==> config.mk <==
export PLATFORM = sky130hd
export DESIGN_NAME = prog_chan_sequencer_flat
export DESIGN_NICKNAME = d
export VERILOG_FILES = /design/src/rtl/prog_chan_sequencer_if.sv /design/src/rtl/prog_chan_sequencer.sv /design/src/flat_wrapper.sv
export SDC_FILE = /design/constraint.sdc
export NUM_CORES = 1
export LEC_CHECK = 0
export ABC_AREA = 0
export ABC_CLOCK_PERIOD_IN_PS = 3100
export CAP_MARGIN = 15
export CELL_PAD_IN_SITES_DETAIL_PLACEMENT = 1
export CELL_PAD_IN_SITES_GLOBAL_PLACEMENT = 1
export CORE_MARGIN = 2
export CORE_UTILIZATION = 33
export CTS_CLUSTER_SIZE = 24
export DETAILED_ROUTE_END_ITERATION = 10
export PLACE_DENSITY = 0.69
export RECOVER_POWER = 100
export SLEW_MARGIN = 0
export SYNTH_ARGS = -nofsm -noshare
export SYNTH_HDL_FRONTEND = slang
export SYNTH_SLANG_ARGS = --single-unit
==> constraint.sdc <==
create_clock -name clk -period 3.1 [get_ports clk]
set_clock_uncertainty 0.15 [all_clocks]
set_input_delay 0.62 -clock clk [delete_from_list [all_inputs] [get_ports clk]]
set_output_delay 0.62 -clock clk [all_outputs]
set_load 0.02 [all_outputs]
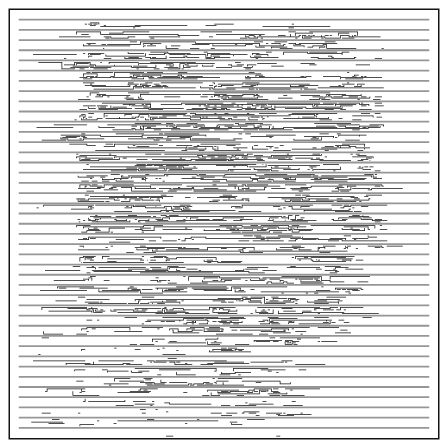
*Metal 1, run 1*
Supply wires on this layer in grey.
519 nets have wire on it. The layer holds 47% of the routed length. The layer carries 6,580 um of wire. The longest straight run is 35.0 um.
final WL: 14,000 um
GR Util met1: 29.8%
via count: 4,084

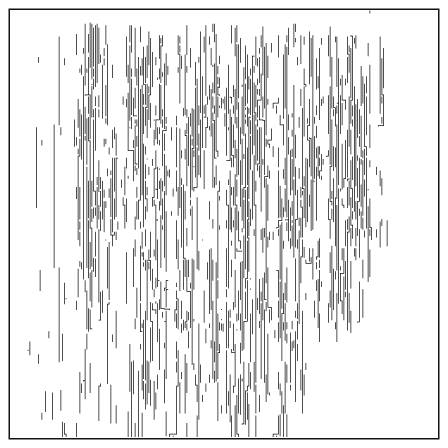
*Met2 routing, run 1*
The layer carries 6,780 um of wire. 486 nets have wire on it. The layer holds 48% of the routed length.
met2 usage: 36.6%

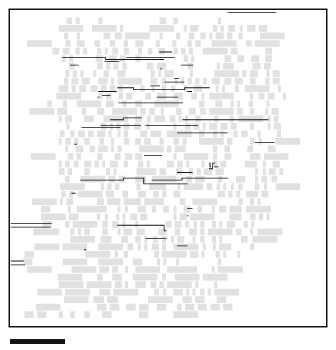
*M3 wires, run 1*
Scale bar: 20 um.
The layer carries 449 um of wire. 29 nets have wire on it. The longest straight run is 30.8 um. The layer holds 3.2% of the routed length. The wires run mostly horizontal.
met3 GRT Util: 3.65%

==> flow_summary.toml, run 1 <==
# yosys + openroad results
[timing]
setup_violations = 0
holdWs_ns = 0.200
tightest_slew_ns = 1.63
slew_headroom_pct = -8.49
drv_slew = 63
hold_viol = 0

[critical_path]
path_buffers = 0
slowest_stage = "or4_4"
rrSetupSlack_ns = 0.07
slowest_delay_ns = 0.57
crit_path_cell_trace = "or4_4 > or3_4 > or4_4 > a211o_4 > nor2b_4 > a31oi_1 > nor2_1"
startpoint_type = "flip-flop"
required_ns = 3.18

[synth]
ff_type = "dfrtp_1"
async_reset_ff_share_pct = 100
syn_area_per_cell_sq_um = 8.11
ys.warnings.count = 0
synth_cells = 493
fp_nets = 511

[detailed_routing]
ant_nets = 0
first_iter_violations = 256
wl_per_cell_um = 20.4

[outcome]
violations = "capacitance limit, slew limit"
outcome = "complete, but fails checks"

[floorplanning]
ioPinCount = 26

[final_layout]
fin_cells = 688
drive_above_1_share_pct = 14.2
diodes = 0
finish.utilization_pct = 41.7

[worst_hold_path]
hp-class = "flip-flop to flip-flop"

[run]
maxCapViolations = 1

[clock_network]
cts.sinks = 62
clk_pin_slew_ns = 0.06

[power]
p_per_area_nw_per_um2 = 691

[global_routing]
overflow = 0
grt_max_degree = 63

[placed_design]
gp_congestion = 0.876
post-dp-hpwl_um = 9460
## run 1: cells in the final DEF (no fill, tap or decap), drive strengths merged, types with 3 or more instances in the layout
cell type and n:
dfrtp 61, nand2 53, nor2 46, o21ai 44
buf 40, a21oi 37, nand3 22, nor3 17
dlygate4sd3 17, inv 15, nand4 13, nor4 13
clkbuf 13, and3 12, a31oi 10, o31ai 10
o22ai 9, nand2b 9, clkdlybuf4s50 7, xnor2 6
or3 6, a21o 5, mux2 5, or2 5
or4 5, and2 4, ha 4, nor3b 3
mux2i 3, a211oi 3, a22o 3, o221ai 3
nor2b 3
## run 1: routing by layer
| layer | share of wire (%) | vias up | global-route usage [%] |
|---|---|---|---|
| met4 | 1.7 | 0 | 7.24 |
| met1 | 47 | 2089 | 29.8 |
| met3 | 3.2 | 23 | 3.65 |
| met5 | 0 | - | 0 |
| li1 | - | 1903 | - |
| met2 | 48 | 69 | 36.6 |
## run 1: cells by family (layout without fill, tap and decap cells)
logic type,after synthesis,in the layout,synth area share [%]
buffers and inverters,48,96,5.07
AOI/OAI and AO/OA,146,146,23.0
and+or+nand+nor,217,217,28.0
xor gates and xnor gates,8,8,1.75
muxes,8,8,2.16
adders and majority gates,4,4,1.25
DFF,62,62,38.8
## run 1: report_power, final
group | switching, mW | internal, mW
sequential | 0.138 | 0.927
combinational | 0.759 | 0.476
clock | 0.417 | 0.715
total | 1.31 | 2.12
## run 1: synth_stat cells, drive strengths merged, types with 6 or more instances
cell    instances  area share [%]
dfrtp          61              38
a21oi          37             4.6
nand2          53             5.0
buf             7             1.2
o22ai           9             1.4
clkbuf         29             2.7
o21ai          44             5.5
xnor2           6             1.3
nor2           46             4.3
and3           12             1.9
a31oi          10             1.6
o31ai          10             1.9
nand3          22             2.9
nand2b          9             1.4
inv            12             1.1
or3             6             1.1
nor3           17             2.1
nor4           13             2.2
nand4          13             2.0
## run 1: through the flow
stage,area (sq um),setup WS [ns]
after detailed placement,4620,-0.0395
final,4960,0.0682
after floorplan,4000,0.115
after CTS,4950,0.0248
after global routing,4960,0.0104
after global placement,4620,0.0172
## run 1: layout make-up
class,instances,area [sq um],area share [%]
inverter,12,45.0,0.907
tap,147,184,3.70
multi-input combinational,383,2260,45.5
timing repair buffer,68,596,12.0
clock inverter,7,104,2.09
sequential,62,1550,31.3
clock buffer,9,225,4.54
## run 1: worst register-to-register path, cell delays in order (launching register included)
cell and delay, ns:
dfrtp_1 0.37, or4_4 0.57, or3_4 0.40, or4_4 0.54
a211o_4 0.38, nor2b_4 0.21, a31oi_1 0.23, nor2_1 0.07
## run 1: what timing repair did
action	CTS	global route
setup buffers	0	0
endpoints found under the hold margin	0	0
setup endpoints to repair	3	4
gates cloned	0	1
resized	1	3
### Met4 routing, run 1

Supply wires on this layer in grey.
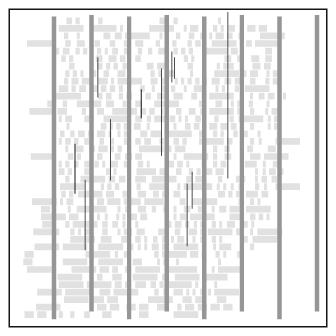

## Run 2: what changed since run 1
--- a/config.mk
+++ b/config.mk
@@ -6,7 +6,7 @@
 export NUM_CORES = 1
 export LEC_CHECK = 0
 export ABC_AREA = 0
-export ABC_CLOCK_PERIOD_IN_PS = 3100
+export ABC_CLOCK_PERIOD_IN_PS = 2800
 export CAP_MARGIN = 15
 export CELL_PAD_IN_SITES_DETAIL_PLACEMENT = 1
 export CELL_PAD_IN_SITES_GLOBAL_PLACEMENT = 1
@@ -14,7 +14,7 @@
 export CORE_UTILIZATION = 33
 export CTS_CLUSTER_SIZE = 24
 export DETAILED_ROUTE_END_ITERATION = 10
-export PLACE_DENSITY = 0.69
+export PLACE_DENSITY = 0.67
 export RECOVER_POWER = 100
 export SLEW_MARGIN = 0
 export SYNTH_ARGS = -nofsm -noshare
==> constraint.sdc (replaced) <==
create_clock -name clk -period 2.8 [get_ports clk]
set_clock_uncertainty 0.15 [all_clocks]
set_input_delay 0.56 -clock clk [delete_from_list [all_inputs] [get_ports clk]]
set_output_delay 0.56 -clock clk [all_outputs]
set_load 0.02 [all_outputs]
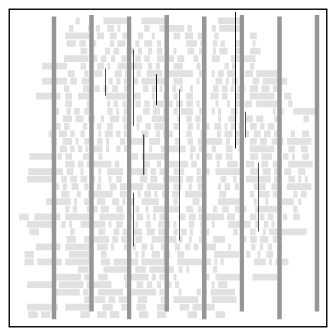
*Met4 routing, run 2*
Supply wires on this layer in grey.
The wires run mostly vertical. The longest straight run is 54.4 um. 8 nets have wire on it. The layer holds 1.5% of the routed length.
via count: 4,288
final WL: 14,900 um

==> run 2 against run 1 <==
The flow finishes with violations (setup timing). Critical path depth grew 1. Die area is the same. First-iteration DRC count grew 11%. Non-clock buffer count grew 49. Global-route usage grew 1.3 points. Worst hold slack gained 0.00059 ns. Sequential share of layout area shrank 2.9 points. Cell count grew 7.3%. Via count grew 5.0%. Critical endpoint is now u_core.cnt_q[22]. Largest cell class unchanged.
==> flow_summary.toml, run 2 <==
# yosys + openroad results
[outcome]
outcome = "complete, but fails checks"
violations = "setup timing"

[final_layout]
final_layout_top_logic_cells = "buf_4 (80), dfrtp_1 (61), nand2_1 (53), nor2_1 (45), a21oi_1 (28)"
diodes = 0
largest_register_ffs = 32
lay_top_count = "buf_4"
drive_above_1_share_pct = 25.7

[critical_path]
required_ns = 2.86
crit_top_cell = "or4_4"
path_buffers = 1
crit_path_cell_trace = "or4_4 > or3_4 > or4_4 > a211o_4 > nor2b_4 > buf_6 > a21oi_2 > a31oi_1"
rrSetupSlack_ns = -0.09
slowest_delay_ns = 0.56
startpoint_type = "flip-flop"
slowest_stage = "or4_4"
crit_family = "simple AND/OR/NAND/NOR gates"

[detailed_routing]
drt_first_pass_iters = 5
wl_per_cell_um = 20.2
first_iter_violations = 283
vias_per_cell = 5.81
ant_nets = 0

[clock_network]
cts.sinks = 62
clockBufferDepth = 2
numCtsBuffers = 9
clk_pin_slew_ns = 0.06

[floorplanning]
die_w_um = 114
die_h_um = 114
ioPinCount = 26
chipArea_sq_um = 13000

[power]
p_per_area_nw_per_um2 = 738
total_power_mw = 4.04
p_leak_nw = 2.36

[synth]
common_cells = "dfrtp_1 (61), nand2_1 (53), nor2_1 (46)"
top_cells_by_area = "dfrtp_1 (38%), o21ai_0 (5.4%), nand2_1 (5.0%), a21oi_1 (4.6%), nor2_1 (4.3%)"
ys.warnings.count = 0
ff_type = "dfrtp_1"
fp_nets = 511
ys_seq_share_pct = 38.8
async_reset_ff_share_pct = 100
synth.largest_area_cell = "dfrtp_1"
synth_cells = 493
syn_area_per_cell_sq_um = 8.11
synth.most_common_cell = "dfrtp_1"
synth.distinct_cells = 62
top_cell_area_share_pct = 38.2

[global_routing]
grt_max_degree = 40
overflow = 0
antenna_found_initial = 0

[timing]
tightest_slew_ns = 1.34
setup_violations = 28
hold_viol = 0
slew_headroom_pct = 10.4
fmax_mhz = 346
finalCritPeriodShare_pct = 103
layout_min_cycle_time_ns = 2.89
rsz0062_at_grt = "true"
setup_slack_ns = -0.0894
drv_slew = 0

[run]
maxCapViolations = 0

[worst_hold_path]
hp-class = "flip-flop to flip-flop"

[placed_design]
gp_congestion = 0.917
post-dp-hpwl_um = 10400
run 2: cell counts after synthesis:
Identical to the previous run, type by type.
run 2: timing repair:
| action | in CTS | in global routing |
|---|---|---|
| hold buffers | 0 | 0 |
| setup buffers | 3 | 2 |
| resized | 20 | 23 |
| pin swaps | 5 | 6 |
| endpoints found under the setup margin | 33 | 40 |
| gates cloned | 1 | 2 |
run 2: cell type report:
type / instances / area, sq um
fillers: 1422 / 6440
inverters: 12 / 45.0
repair buffers: 117 / 1010
multi-input cells: 384 / 2400
clock buffers: 9 / 225
flip-flops and latches: 62 / 1550
well taps: 147 / 184
clock inverters: 7 / 56.3
run 2: logic make-up (layout without fill, tap and decap cells):
logic type / after synthesis / in the layout / share of synthesized area [%]
AND/OR/NAND/NOR: 217 / 218 / 28.0
AND-OR/OR-AND: 146 / 146 / 23.0
flip-flops: 62 / 62 / 38.8
buffers and inverters: 48 / 145 / 5.07
XOR/XNOR: 8 / 8 / 1.75
multiplexers: 8 / 8 / 2.16
adder cells (fa/ha/maj): 4 / 4 / 1.25
run 2: metrics by stage:
step / instance area, sq um / util (%) / instances / hold WS (ns) / setup WS [ns]
4_1_cts: 5380 / 45.2 / 734 / 0.0958 / -0.0887
3_3_place_gp: 4990 / 41.9 / 714 / 0.184 / -0.220
3_5_place_dp: 4990 / 41.9 / 714 / 0.189 / -0.256
6_report: 5470 / 45.9 / 738 / 0.200 / -0.0894
2_1_floorplan: 4030 / - / 493 / 0.114 / -0.102
5_1_grt: 5470 / 45.9 / 738 / 0.213 / -0.150
run 2: worst reg2reg max path, stage by stage, from the launching register on:
cell and delay (ns):
dfrtp_1 0.38, or4_4 0.56, or3_4 0.35, or4_4 0.44, a211o_4 0.38, nor2b_4 0.19
buf_6 0.15, a21oi_2 0.10, a31oi_1 0.06
run 2: where the power goes:
part / internal [mW] / total (mW) / switching (mW)
logic: 0.809 / 1.84 / 1.03
registers: 1.03 / 1.13 / 0.102
clock network: 0.609 / 1.07 / 0.465
total: 2.45 / 4.04 / 1.60
run 2: layer usage:
layer  GRT usage [%]  vias up  wire length [um]
met5               0        -                 0
met4            5.85        0               217
met3            4.50       24               726
met2            39.1       93              7390
met1            31.5     2161              6600
li1                -     2010                 -
No activity file was given, so power comes from the tool's default toggle rates.
